===== src/rtl/event_pkg.sv =====
// event_pkg: shared FSM state encoding and default widths for the spike dispatcher
package event_pkg;
    localparam int EV_ADDR_W   = 8;
    localparam int EV_SYN_W    = 3;
    localparam int EV_TIME_W   = 8;
    localparam int EV_WEIGHT_W = 8;
    typedef enum logic [2:0] {IDLE, FETCH, WAIT, EMIT, DONE} disp_state_t;
endpackage


===== src/rtl/event_fifo.sv =====
// event_fifo: synchronous event FIFO storing {addr, time} with occupancy level
// Ports: clk/rst (async active-high), push/wr_addr/wr_time write side,
//        pop/rd_addr/rd_time read side (first-word fall-through),
//        full, empty, level (0..DEPTH)
module event_fifo
    import event_pkg::*;
#(
    parameter int ADDR_W = EV_ADDR_W,
    parameter int TIME_W = EV_TIME_W,
    parameter int DEPTH  = 8
) (
    input  logic                     clk,
    input  logic                     rst,
    input  logic                     push,
    input  logic [ADDR_W-1:0]        wr_addr,
    input  logic [TIME_W-1:0]        wr_time,
    input  logic                     pop,
    output logic [ADDR_W-1:0]        rd_addr,
    output logic [TIME_W-1:0]        rd_time,
    output logic                     full,
    output logic                     empty,
    output logic [$clog2(DEPTH):0]   level
);
    localparam int AW = $clog2(DEPTH);
    localparam int LW = AW + 1;
    logic [ADDR_W+TIME_W-1:0] mem [DEPTH];
    // Pointers carry one extra wrap bit so full and empty are distinguishable
    logic [AW:0] wp, rp;
    always_ff @(posedge clk or posedge rst) begin
        if (rst) begin
            wp <= '0;
            rp <= '0;
        end else begin
            if (push && !full) wp <= wp + 1'b1;
            if (pop && !empty) rp <= rp + 1'b1;
        end
    end
    always_ff @(posedge clk) begin
        if (push && !full) mem[wp[AW-1:0]] <= {wr_addr, wr_time};
    end
    assign level = wp - rp;
    assign full  = level == LW'(DEPTH);
    assign empty = level == '0;
    assign {rd_addr, rd_time} = mem[rp[AW-1:0]];
endmodule


===== src/rtl/event_spike_dispatcher.sv =====
// event_spike_dispatcher: fans buffered spike events out to FANOUT weighted target spikes
// Ports: clk/rst (async active-high), enable (freezes FSM/counters when low),
//        ev_* event input (ready/valid), w_* weight memory port (req/valid),
//        sp_* weighted spike output (ready/valid), ev_done retire pulse,
//        fifo_level occupancy, five saturating activity counters
module event_spike_dispatcher
    import event_pkg::*;
#(
    parameter int ADDR_W   = EV_ADDR_W,
    parameter int SYN_W    = EV_SYN_W,
    parameter int TIME_W   = EV_TIME_W,
    parameter int WEIGHT_W = EV_WEIGHT_W,
    parameter int DEPTH    = 8,
    parameter int FANOUT   = 4,
    parameter int TIMEOUT  = 15,
    parameter int CNT_W    = 32,
    localparam int FO_W    = (FANOUT > 1) ? $clog2(FANOUT) : 1
) (
    input  logic                      clk,
    input  logic                      rst,
    input  logic                      enable,
    input  logic [ADDR_W-1:0]         ev_addr,
    input  logic [TIME_W-1:0]         ev_time,
    input  logic                      ev_valid,
    output logic                      ev_ready,
    output logic [ADDR_W+FO_W-1:0]    w_addr,
    output logic                      w_req,
    input  logic [WEIGHT_W-1:0]       w_data,
    input  logic                      w_valid,
    output logic [ADDR_W-SYN_W-1:0]   sp_neuron,
    output logic [2**SYN_W-1:0]       sp_vector,
    output logic [WEIGHT_W-1:0]       sp_weight,
    output logic [TIME_W-1:0]         sp_time,
    output logic                      sp_valid,
    input  logic                      sp_ready,
    output logic                      ev_done,
    output logic [$clog2(DEPTH):0]    fifo_level,
    output logic [CNT_W-1:0]          events_processed,
    output logic [CNT_W-1:0]          spikes_sent,
    output logic [CNT_W-1:0]          weight_timeouts,
    output logic [CNT_W-1:0]          active_cycles,
    output logic [CNT_W-1:0]          idle_cycles
);
    localparam int NW = ADDR_W - SYN_W;
    localparam int VW = 2**SYN_W;
    localparam int TW = (TIMEOUT > 1) ? $clog2(TIMEOUT) : 1;
    disp_state_t state, state_n;
    logic [FO_W-1:0]     k, k_n;
    logic [TW-1:0]       timer, timer_n;
    logic [ADDR_W-1:0]   addr_q, addr_n, fifo_addr;
    logic [TIME_W-1:0]   time_q, time_n, fifo_time;
    logic [WEIGHT_W-1:0] weight_q, weight_n;
    logic full, empty, pop, adv, last, emit;
    logic inc_ev, inc_sp, inc_to, inc_act, inc_idle;
    // ev_ready is forced low during reset without waiting for a clock edge
    assign ev_ready = !full && !rst;
    event_fifo #(.ADDR_W(ADDR_W), .TIME_W(TIME_W), .DEPTH(DEPTH)) u_fifo (
        .clk     (clk),
        .rst     (rst),
        .push    (ev_valid && ev_ready),
        .wr_addr (ev_addr),
        .wr_time (ev_time),
        .pop     (pop),
        .rd_addr (fifo_addr),
        .rd_time (fifo_time),
        .full    (full),
        .empty   (empty),
        .level   (fifo_level)
    );
    // Spike fields are zeroed outside EMIT so nothing stale leaks onto the bus
    assign emit      = state == EMIT;
    assign sp_valid  = emit;
    assign sp_neuron = emit ? addr_q[ADDR_W-1:SYN_W] + NW'(k) : '0;
    assign sp_vector = emit ? VW'(1) << addr_q[SYN_W-1:0] : '0;
    assign sp_weight = emit ? weight_q : '0;
    assign sp_time   = emit ? time_q : '0;
    assign w_req     = enable && state == FETCH;
    assign w_addr    = w_req ? {addr_q, k} : '0;
    assign ev_done   = enable && state == DONE;
    assign last      = k == FO_W'(FANOUT - 1);
    assign inc_act   = enable && (state != IDLE || !empty);
    assign inc_idle  = enable && state == IDLE && empty;
    always_ff @(posedge clk or posedge rst) begin
        if (rst) begin
            state    <= IDLE;
            k        <= '0;
            timer    <= '0;
            addr_q   <= '0;
            time_q   <= '0;
            weight_q <= '0;
        end else begin
            state    <= state_n;
            k        <= k_n;
            timer    <= timer_n;
            addr_q   <= addr_n;
            time_q   <= time_n;
            weight_q <= weight_n;
        end
    end
    always_comb begin
        state_n  = state;
        k_n      = k;
        timer_n  = timer;
        addr_n   = addr_q;
        time_n   = time_q;
        weight_n = weight_q;
        pop      = 1'b0;
        adv      = 1'b0;
        inc_ev   = 1'b0;
        inc_sp   = 1'b0;
        inc_to   = 1'b0;
        if (enable) begin
            case (state)
                IDLE: if (!empty) begin
                    pop     = 1'b1;
                    addr_n  = fifo_addr;
                    time_n  = fifo_time;
                    k_n     = '0;
                    state_n = FETCH;
                end
                FETCH: begin
                    timer_n = '0;
                    state_n = WAIT;
                end
                WAIT: if (w_valid) begin
                    weight_n = w_data;
                    state_n  = (w_data != '0) ? EMIT : state;
                    adv      = w_data == '0;
                end else if (timer == TW'(TIMEOUT - 1)) begin
                    inc_to = 1'b1;
                    adv    = 1'b1;
                end else begin
                    timer_n = timer + 1'b1;
                end
                EMIT: if (sp_ready) begin
                    inc_sp = 1'b1;
                    adv    = 1'b1;
                end
                DONE: begin
                    inc_ev  = 1'b1;
                    state_n = IDLE;
                end
                default: state_n = IDLE;
            endcase
            if (adv) begin
                state_n = last ? DONE : FETCH;
                k_n     = last ? k : k + 1'b1;
            end
        end
    end
    always_ff @(posedge clk or posedge rst) begin
        if (rst) begin
            events_processed <= '0;
            spikes_sent      <= '0;
            weight_timeouts  <= '0;
            active_cycles    <= '0;
            idle_cycles      <= '0;
        end else begin
            if (inc_ev && !(&events_processed)) events_processed <= events_processed + 1'b1;
            if (inc_sp && !(&spikes_sent)) spikes_sent <= spikes_sent + 1'b1;
            if (inc_to && !(&weight_timeouts)) weight_timeouts <= weight_timeouts + 1'b1;
            if (inc_act && !(&active_cycles)) active_cycles <= active_cycles + 1'b1;
            if (inc_idle && !(&idle_cycles)) idle_cycles <= idle_cycles + 1'b1;
        end
    end
endmodule


===== config.mk =====
export PLATFORM = sky130hd
export DESIGN_NAME = event_spike_dispatcher
export DESIGN_NICKNAME = d
export VERILOG_FILES = /design/src/rtl/event_pkg.sv /design/src/rtl/event_fifo.sv /design/src/rtl/event_spike_dispatcher.sv
export SDC_FILE = /design/constraint.sdc
export NUM_CORES = 1
export LEC_CHECK = 0
export CORE_MARGIN = 5
export CORE_UTILIZATION = 45
export DETAILED_ROUTE_END_ITERATION = 10
export PLACE_DENSITY = 0.69
export REMOVE_ABC_BUFFERS = 1
export SLEW_MARGIN = 10
export SYNTH_ARGS = -nofsm -noshare
export SYNTH_HDL_FRONTEND = slang
export SYNTH_SLANG_ARGS = --single-unit

===== constraint.sdc =====
create_clock -name clk -period 7.9 [get_ports clk]
set_input_delay 1.58 -clock clk [delete_from_list [all_inputs] [get_ports clk]]
set_output_delay 1.58 -clock clk [all_outputs]
set_load 0.01 [all_outputs]

==> notes.md, run 1 <==
Physical design

The launch point of the critical path was reported as u_fifo.rp[2]$_DFFE_PP0P_. The signal on the critical path passes through clkinv_1, ha_1, and3b_1, o21ai_0, nand2_1, a21oi_1, clkdlybuf4s50_1. The commonest cells after synthesis are sky130_fd_sc_hd__dfrtp_1 (201), sky130_fd_sc_hd__edfxtp_1 (128), sky130_fd_sc_hd__xnor2_1 (110), sky130_fd_sc_hd__nand2_1 (108), sky130_fd_sc_hd__nand3_1 (70). For this design, the slowest cell found on the critical path is sky130_fd_sc_hd__dfrtp_1. The longest incremental delay of any stage on the critical path is reported as 0.85 ns. Looking at the clock tree report, the maximum root-to-sink buffer count equals 3. Per STA, the worst path accumulates the most delay in the family buffers and inverters.

Once the floorplan was initialized, standard cells occupied 45.79% of the core. The detailed-route wire length on metal 1 stands at 14,390 microns. The sequential element share of the synthesized area stands at 61.09%.

The critical path contains buffers and inverters numbering 2 combined. Per the gpl log, the routability congestion estimate is 0.7941. In the layout the commonest cells are sky130_fd_sc_hd__clkdlybuf4s50_1 (236), sky130_fd_sc_hd__dfrtp_1 (199), sky130_fd_sc_hd__edfxtp_1 (128). The post-route utilization of the core is recorded as 58.61%. The run finished with clean final reports. The worst setup path is launched from a flop. Note, the detailed placer reported a final HPWL of 23,230 microns. For reference, the critical path is captured by ev_ready. The maximum vdd drop stands at 0.2040 mV. The number of instances in the placed design stands at 1,753. STA shows the worst reg2reg path with a cell count of 8. The count of hold buffers inserted by post-cts repair stands at 0. Between clock sinks in the finished design, the worst skew comes to 0.01449 ns. The launch point of the worst register-to-register path is recorded as u_fifo.rp[2]$_DFFE_PP0P_.

The total number of sequential cells stands at 329. Dividing the final minimum period by the clock period gives 71.60%. The post-synth register bit count is 329.

The finished layout holds 1,821 standard cells, fillers aside. The multiplexer share of the synthesized area stands at 6.047%. The smallest clock period supported by the final layout is computed as 5.657 ns. The arrival time of data at the worst endpoint is listed as 4.08 ns. The final standard cell area without fillers stands at 0.01859 sq mm. Per the CTS log, the root buffer master is sky130_fd_sc_hd__clkbuf_16. The clock buffer and inverter area fraction after layout stands at 6.542%. In the final layout, multi-input gates take up 29.39% of the cell area. The leakage component of the power stands at 7.382 nW. The data required time at the worst endpoint stands at 6.32 ns. The wire length of the first global-routing pass stands at 54,610 microns. In the power breakdown, the biggest contributor is sequential cells. Before CTS, the worst setup slack after placement is 2.311 ns. According to the finish report, the design has a final net count of 1,437. The stage-log warning count stands at 28. Per the post-synthesis report, the number of cells in the design is 1,140. The layout has 244 buffers outside the clock class.

The area used by sequential logic in the layout stands at 0.008876 sq mm. The clock network latency to the later pin of the worst-skew pair stands at 0.52 ns. In this run, synthesis inferred 128 flip-flops with an integrated enable. The number of filler cells placed in the layout stands at 2,605. The power in the clock group stands at 1.68 mW.

The share of synthesized cell area in and-or and or-and compound cells stands at 2.489%. The antenna diode count stands at 0. The chip footprint stands at 0.03597 sq mm. The power report attributes to the combinational group a share of 24.9%.

The simple logic cell fraction of the synthesized area stands at 17.09%. The pin count of the biggest net entering global routing stands at 128. In this run the cell area of the synthesized design comes to 0.01453 sq mm. The portion of total power attributed to sequential cells stands at 42.6%. The switching component of the power stands at 1.568 mW. The final hold slack stands at 0.4889 ns. After Yosys synthesis, XOR and XNOR cells account for 10.01% of the synthesized area. Of the combinational cells, the family taking the most area is simple AND/OR/NAND/NOR gates.

Summed over all failing endpoints, the final setup total negative slack is 0 ns. Per the detail_route log, met2 wirelength is 16,300 microns. Among all cell classes, the greatest summed area belongs to registers. After clock tree synthesis, the repair step resized 0 gates.

The share of total power in the clock network stands at 32.5%. The count of buffers added on input and output ports is 236. The script logs the ratio of routed vias to standard cells as 5.451.

The post-CTS setup buffer count stands at 0. The final layout report lists a clock buffer count of 52. Summing all multi-input logic gate instances after layout gives 0.005463 sq mm. Power attributed to combinational cells is 1.29 mW. Of the total synthesized cell area, the portion taken by full adders, half adders and majority gates is 1.568%. 237 I/O pins were placed.
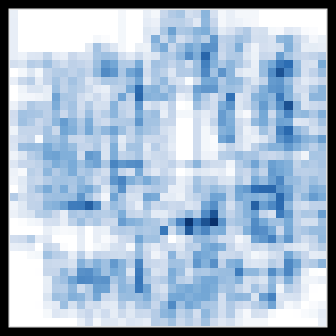
*Wire density map, run 1*
The die is cut into 38 by 38 equal tiles; white is low, dark blue is high, scaled to the fullest tile. Values are wire area over tile area, all layers added.
tiles over half the peak	13%
fullest tile	0.54
nearly empty tiles	12%
mean over tiles	0.15
total global-route track usage: 18.63%
total number of vias: 9,927
sum of routed wire length over all layers: 33,710 microns
Wirelength per Cell: 18.51 microns

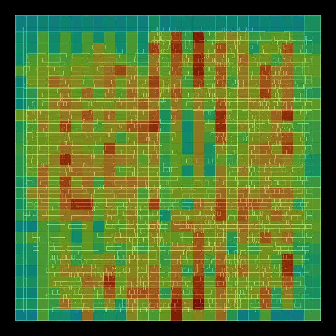
*Routing congestion, run 1*
met2 track utilization from global routing: 30.90%
most utilized layer in the global route result: met2
met1 Resource Use GR: 25.37%
met3 capacity usage during global routing: 3.486%

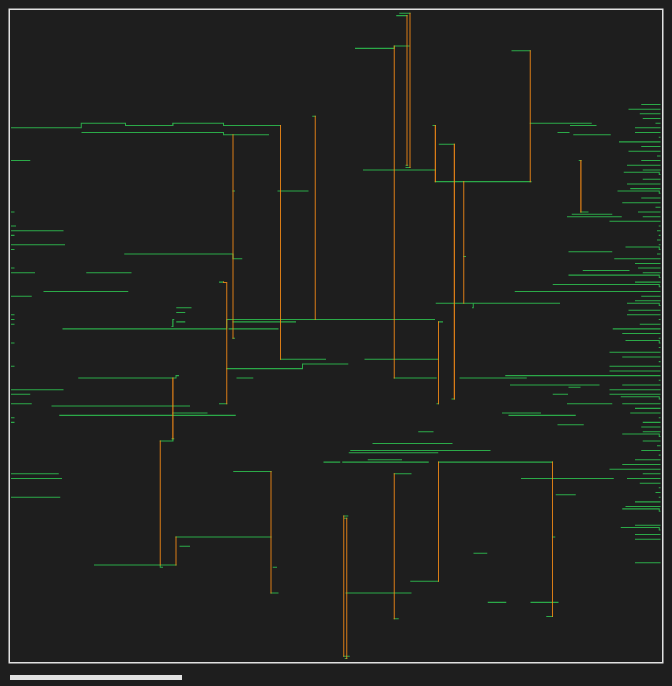
*Signal wires by layer, run 1*
Scale bar: 50 microns. Two of the layers only.
layer	colour	wire length
M3	green	2,120 microns
M4	orange	911 microns

### Zoomed window, run 1

Scale bar: 5 microns. Window x 132 to 152, y 132 to 152 microns. Cells in grey, sequential cells in the stronger grey; small squares are vias.
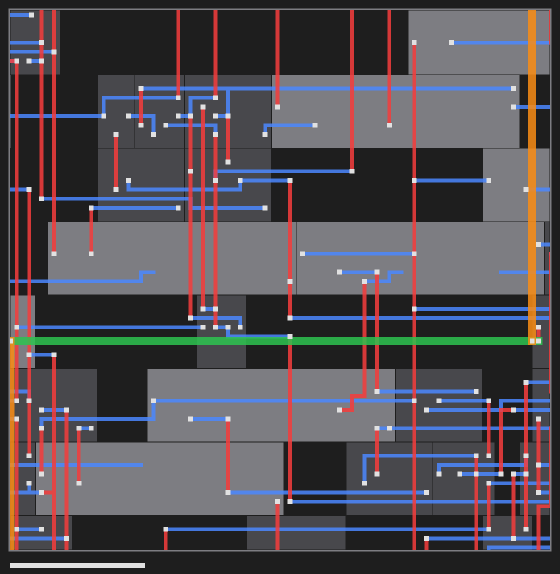

==> run 1 -> run 2 <==
- PLACE_DENSITY: 0.69 -> 0.72
- clock period: 7.9 -> 5.2 ns (I/O delays scaled with it)
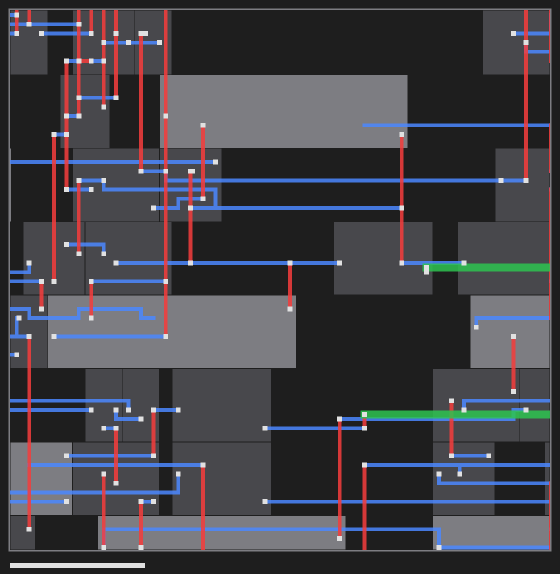
*Zoomed window, run 2*
Scale bar: 5 microns. Window x 132 to 152, y 132 to 152 microns. Cells in grey, sequential cells in the stronger grey; small squares are vias.
layer	colour
M3	green
M1	blue
M2	red
sequential cells in the window	2
cells with their middle in the window	22
most frequent	clkdlybuf4s50_1 (5), xnor2_1 (3)
netlist names of flops here include	`events_processed` (2)

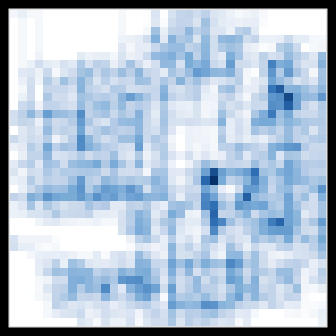
*Wire density map, run 2*
The die is cut into 38 by 38 equal tiles; white is low, dark blue is high, scaled to the fullest tile. Values are wire area over tile area, all layers added.
densest ninth of the die	middle right
tiles over half the peak	7.5%
nearly empty tiles	13%
fullest tile	0.63
mean over tiles	0.15
Wirelength per Cell: 18.82 microns
total number of vias: 9,996
sum of routed wire length over all layers: 34,390 microns

==> run 2 against run 1 <==
  * Die size is the same
  * Largest cell class unchanged
  * Utilization grew 0.26 points
  * Clock skew grew 0.00056 ns
  * First-iteration DRC count shrank 7.8%
  * Design area grew 0.45%
  * Worst setup slack lost 1.5 ns
  * Register-to-register slack lost 1.9 ns
==> notes.md, run 2 <==
Physical design

The run finished with clean final reports. The final critical delay including setup and external delays stands at 4.434 ns. The xor and xnor fraction of the mapped netlist area is 10.01% (unchanged). The stage-log warning count stands at 26 (-7.1%). The post-synthesis instance total was 1,140 (unchanged). Of the available clock period, the critical path in the final layout requires 85.27%.

The simple logic cell fraction of the synthesized area came to 17.09% (unchanged). The leakage component of the power stands at 7.424 nW (+0.57%). The proportion of power drawn by combinational gates stands at 25.5% (+0.6 points). In the detailed route, the total length drawn on met3 is 2158 microns. Among the non-sequential cells, simple AND/OR/NAND/NOR gates take the most area. The total number of sequential cells was 329 (unchanged).

The combined area of all synthesized cells stands at 0.01453 sq mm (unchanged). The wire length of the first global-routing pass stands at 54,620 microns (about the same). The area used by sequential logic in the layout was 0.008875 sq mm (about the same). The global-route total usage across every layer stands at 18.74% (+0.11 points). The power in the clock group is 2.70 mW (+61%).

The floorplan row count stands at 65. The met3 usage in global routing was 3.890% (+0.40 points). The number of cells upsized or downsized after cts stands at 0 (unchanged). The number of buffers on the longest clock path stands at 3 (unchanged). The setup slack at placement stands at 1.126 ns (-1.186 ns). The sum of buffers and inverters on the critical path stands at 2 (unchanged). The number of filler cells placed in the layout stands at 2,569 (-1.4%). The portion of total power attributed to sequential cells came to 41.0% (-1.6 points). The count of port buffers added during placement was 236 (unchanged). The maximum vdd drop was 0.2938 mV (+44%). The worst reg2reg path depth is 8 (unchanged). The critical path's slowest stage uses the library cell sky130_fd_sc_hd__dfrtp_1. The worst endpoint data arrival time stands at 3.39 ns (-0.69 ns). The clock buffer and inverter area fraction after layout stands at 6.794% (+0.25 points).

In this run the critical register-to-register path is launched from u_fifo.rp[2]$_DFFE_PP0P_. The starting utilization of the core area stands at 45.79% (unchanged). After global routing, the most crowded layer is met2. The power drawn by the combinational cells is 2.05 mW (+59%). Ranked by power, first place goes to sequential cells. Registers represent a cell area share of 47.53%. The data required time at the worst endpoint stands at 4.16 ns (-2.16 ns).

The buffer count excluding the clock tree in the final layout is 250 (+2.5%). The final standard cell area without fillers stands at 0.01867 sq mm (+0.45%). The logic share of the area is 29.19% (-0.20 points). The number of instances in the placed design was 1,759 (+0.34%).

Tracing the worst setup path back leads to its startpoint at u_fifo.rp[2]$_DFFE_PP0P_. The report lists the cells along the critical path as clkinv_1, ha_1, and3b_1, o21ai_0, nand2_1, a21oi_1, clkdlybuf4s50_1. The cell sitting at the root of the clock tree is a sky130_fd_sc_hd__clkbuf_16. The synthesis-stage register bit count came to 329 (unchanged).

The count of boundary I/O pins came to 237 (unchanged). The final hold slack stands at 0.4855 ns (-0.003339 ns). The footprint of the multi-input gates is 0.005450 sq mm (-0.23%).

The share of total power in the clock network stands at 33.5% (+1.0 points). The inverter count stands at 27. The clock tree buffer count of the final layout came to 51 (-1.9%). Cells with a size suffix above 1 make up 9.684% of the layout. The antenna diode count stands at 0 (unchanged). The number of pins with negative max-slew slack in the final report stands at 0. The sequential element share of the synthesized area stands at 61.09% (unchanged). The cell family contributing the most delay on the critical path is flip-flops.

Following the worst setup path forward leads to its endpoint at ev_ready. The HPWL after detailed placement stands at 23,710 microns (+2.1%). The final cell utilization of the core stands at 58.87% (+0.26 points). The number of nets in the layout stands at 1,443 (+0.42%). The total negative slack stands at 0 ns (unchanged).

The vias per cell stands at 5.471 (+0.36%). Counting instances in the post-synthesis netlist gives the leading cell types as sky130_fd_sc_hd__dfrtp_1 (201), sky130_fd_sc_hd__edfxtp_1 (128), sky130_fd_sc_hd__xnor2_1 (110), sky130_fd_sc_hd__nand2_1 (108), sky130_fd_sc_hd__nand3_1 (70). The post-CTS setup buffer count stands at 0 (unchanged). Per the cell usage report, the commonest logic cells after layout are sky130_fd_sc_hd__clkdlybuf4s50_1 (236), sky130_fd_sc_hd__dfrtp_1 (200), sky130_fd_sc_hd__edfxtp_1 (128). The final weighted congestion in routability-driven placement is 0.8282 (+4.3%). The routing usage on met2 stands at 31.37% (+0.47 points). The maximum clock skew at final layout stands at 0.01505 ns (+0.0005599 ns). The peak per-stage delay on the critical path came to 0.84 ns (about the same).

The share of synthesized cell area in and-or and or-and compound cells stands at 2.489% (unchanged). The multiplexer share of the synthesized area stands at 6.047% (unchanged).
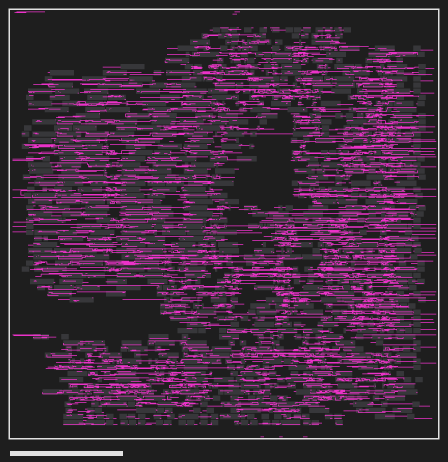
*The metal 1 layer, run 2*
Scale bar: 50 microns.
longest straight run	52.4 microns
wire length on this layer	14,800 microns
share of all routed wire	43%
main direction	horizontal
nets with wire on the layer	1,297
met1 Resource Use GR: 25.01%

### Signal wires by layer, run 2

Scale bar: 50 microns. Two of the layers only.
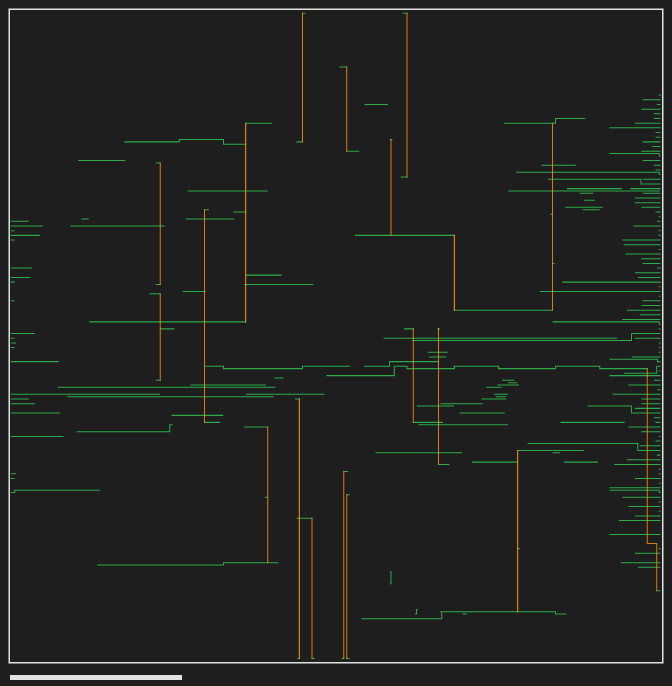

==> run 2 -> run 3 <==
- CAP_MARGIN: default -> 20
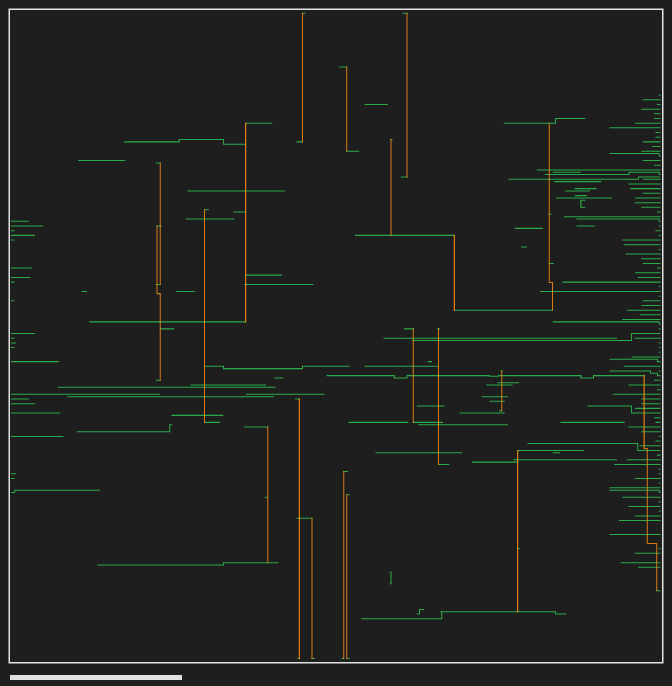
*Signal wires by layer, run 3*
Scale bar: 50 microns. Two of the layers only.
layer	colour	wire length
M3	green	2,210 microns
M4	orange	864 microns
total number of vias: 9,990
total global-route track usage: 18.74%
sum of routed wire length over all layers: 34,360 microns
Wirelength per Cell: 18.80 microns

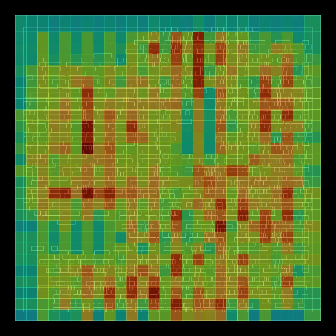
*Routing congestion, run 3*
core occupancy in the finished layout: 58.89%
met3 capacity usage during global routing: 3.890%

==> run 3 against run 2 <==
  * Clock power about the same
  * Non-clock buffer count is 1 higher
  * Worst setup slack worse by 0.0060 ns
  * Highest routed layer unchanged
==> notes.md, run 3 <==
Physical design

The worst endpoint data arrival time is 3.40 ns (about the same). The power drawn by the combinational cells came to 2.05 mW (about the same). The routing usage on met2 was 31.37% (unchanged).

Grouping stages by cell kind, the critical path spends the most delay in flip-flops. The count of port buffers added during placement is 236 (unchanged). The total negative slack is 0 ns (unchanged). The starting utilization of the core area was 45.79% (unchanged). In this run the critical register-to-register path is launched from u_fifo.rp[2]$_DFFE_PP0P_. The area used by sequential logic in the layout stands at 0.008875 sq mm (unchanged). The maximum clock skew at final layout was 0.01449 ns (-0.0005601 ns).

The multiplexer share of the synthesized area stands at 6.047% (unchanged). The critical path's slowest stage uses the library cell sky130_fd_sc_hd__dfrtp_1. The post-synthesis instance total stands at 1,140 (unchanged). The total number of sequential cells stands at 329 (unchanged). The sequential element share of the synthesized area came to 61.09% (unchanged).

The sequential fraction of total cell area is 47.51% (about the same). The length of routed met3 wiring was 2209 microns (+2.4%). The synthesis-stage register bit count stands at 329 (unchanged).

The antenna diode count stands at 0 (unchanged). The floorplan row count stands at 65 (unchanged). The number of pins with negative max-slew slack in the final report stands at 0 (unchanged).

The post-CTS setup buffer count stands at 0 (unchanged). The stage-log warning count came to 26 (unchanged). The final weighted congestion in routability-driven placement stands at 0.8282 (unchanged). The clock tree buffer count of the final layout is 51 (unchanged). The HPWL after detailed placement stands at 23,710 microns (unchanged). The maximum vdd drop stands at 0.2944 mV (+0.20%).

The library cells used most frequently in the layout, excluding fill and tap cells, are sky130_fd_sc_hd__clkdlybuf4s50_1 (236), sky130_fd_sc_hd__dfrtp_1 (200), sky130_fd_sc_hd__edfxtp_1 (128). The met1 track utilization from global routing was 25.01% (unchanged). The buffer count excluding the clock tree in the final layout is 251 (+0.40%).

The simple logic cell fraction of the synthesized area is 17.09% (unchanged). The leakage component of the power was 7.429 nW (about the same). The run finished with clean final reports. The peak per-stage delay on the critical path came to 0.84 ns (about the same). Looking at the group totals, the largest power group turns out to be sequential cells. The number of buffers on the longest clock path is 3 (unchanged). The share of total power in the clock network stands at 33.5% (about the same). The number of filler cells placed in the layout stands at 2,568 (-0.039%). The capture point of the critical path was reported as ev_ready. The final standard cell area without fillers was 0.01868 sq mm (about the same). The vias per cell came to 5.465 (-0.11%).

The xor and xnor fraction of the mapped netlist area was 10.01% (unchanged). The final hold slack stands at 0.4855 ns (unchanged). The logic share of the area stands at 29.18% (about the same). The combined area of all synthesized cells stands at 0.01453 sq mm (unchanged). The root buffer cell chosen for the clock tree is sky130_fd_sc_hd__clkbuf_16. The clock buffer and inverter area fraction after layout came to 6.793% (about the same). The footprint of the multi-input gates came to 0.005450 sq mm (unchanged).
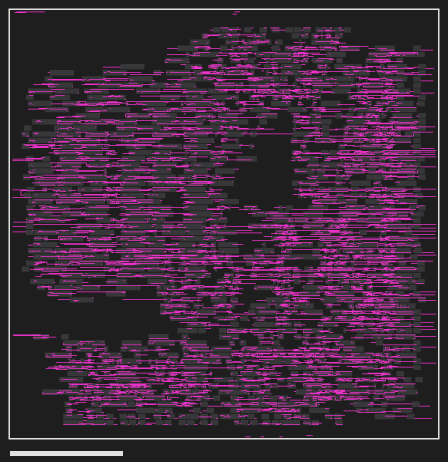
*The metal 1 layer, run 3*
Scale bar: 50 microns.
longest straight run	52.4 microns
share of all routed wire	43%

Power is estimated from default activity; no workload was simulated.
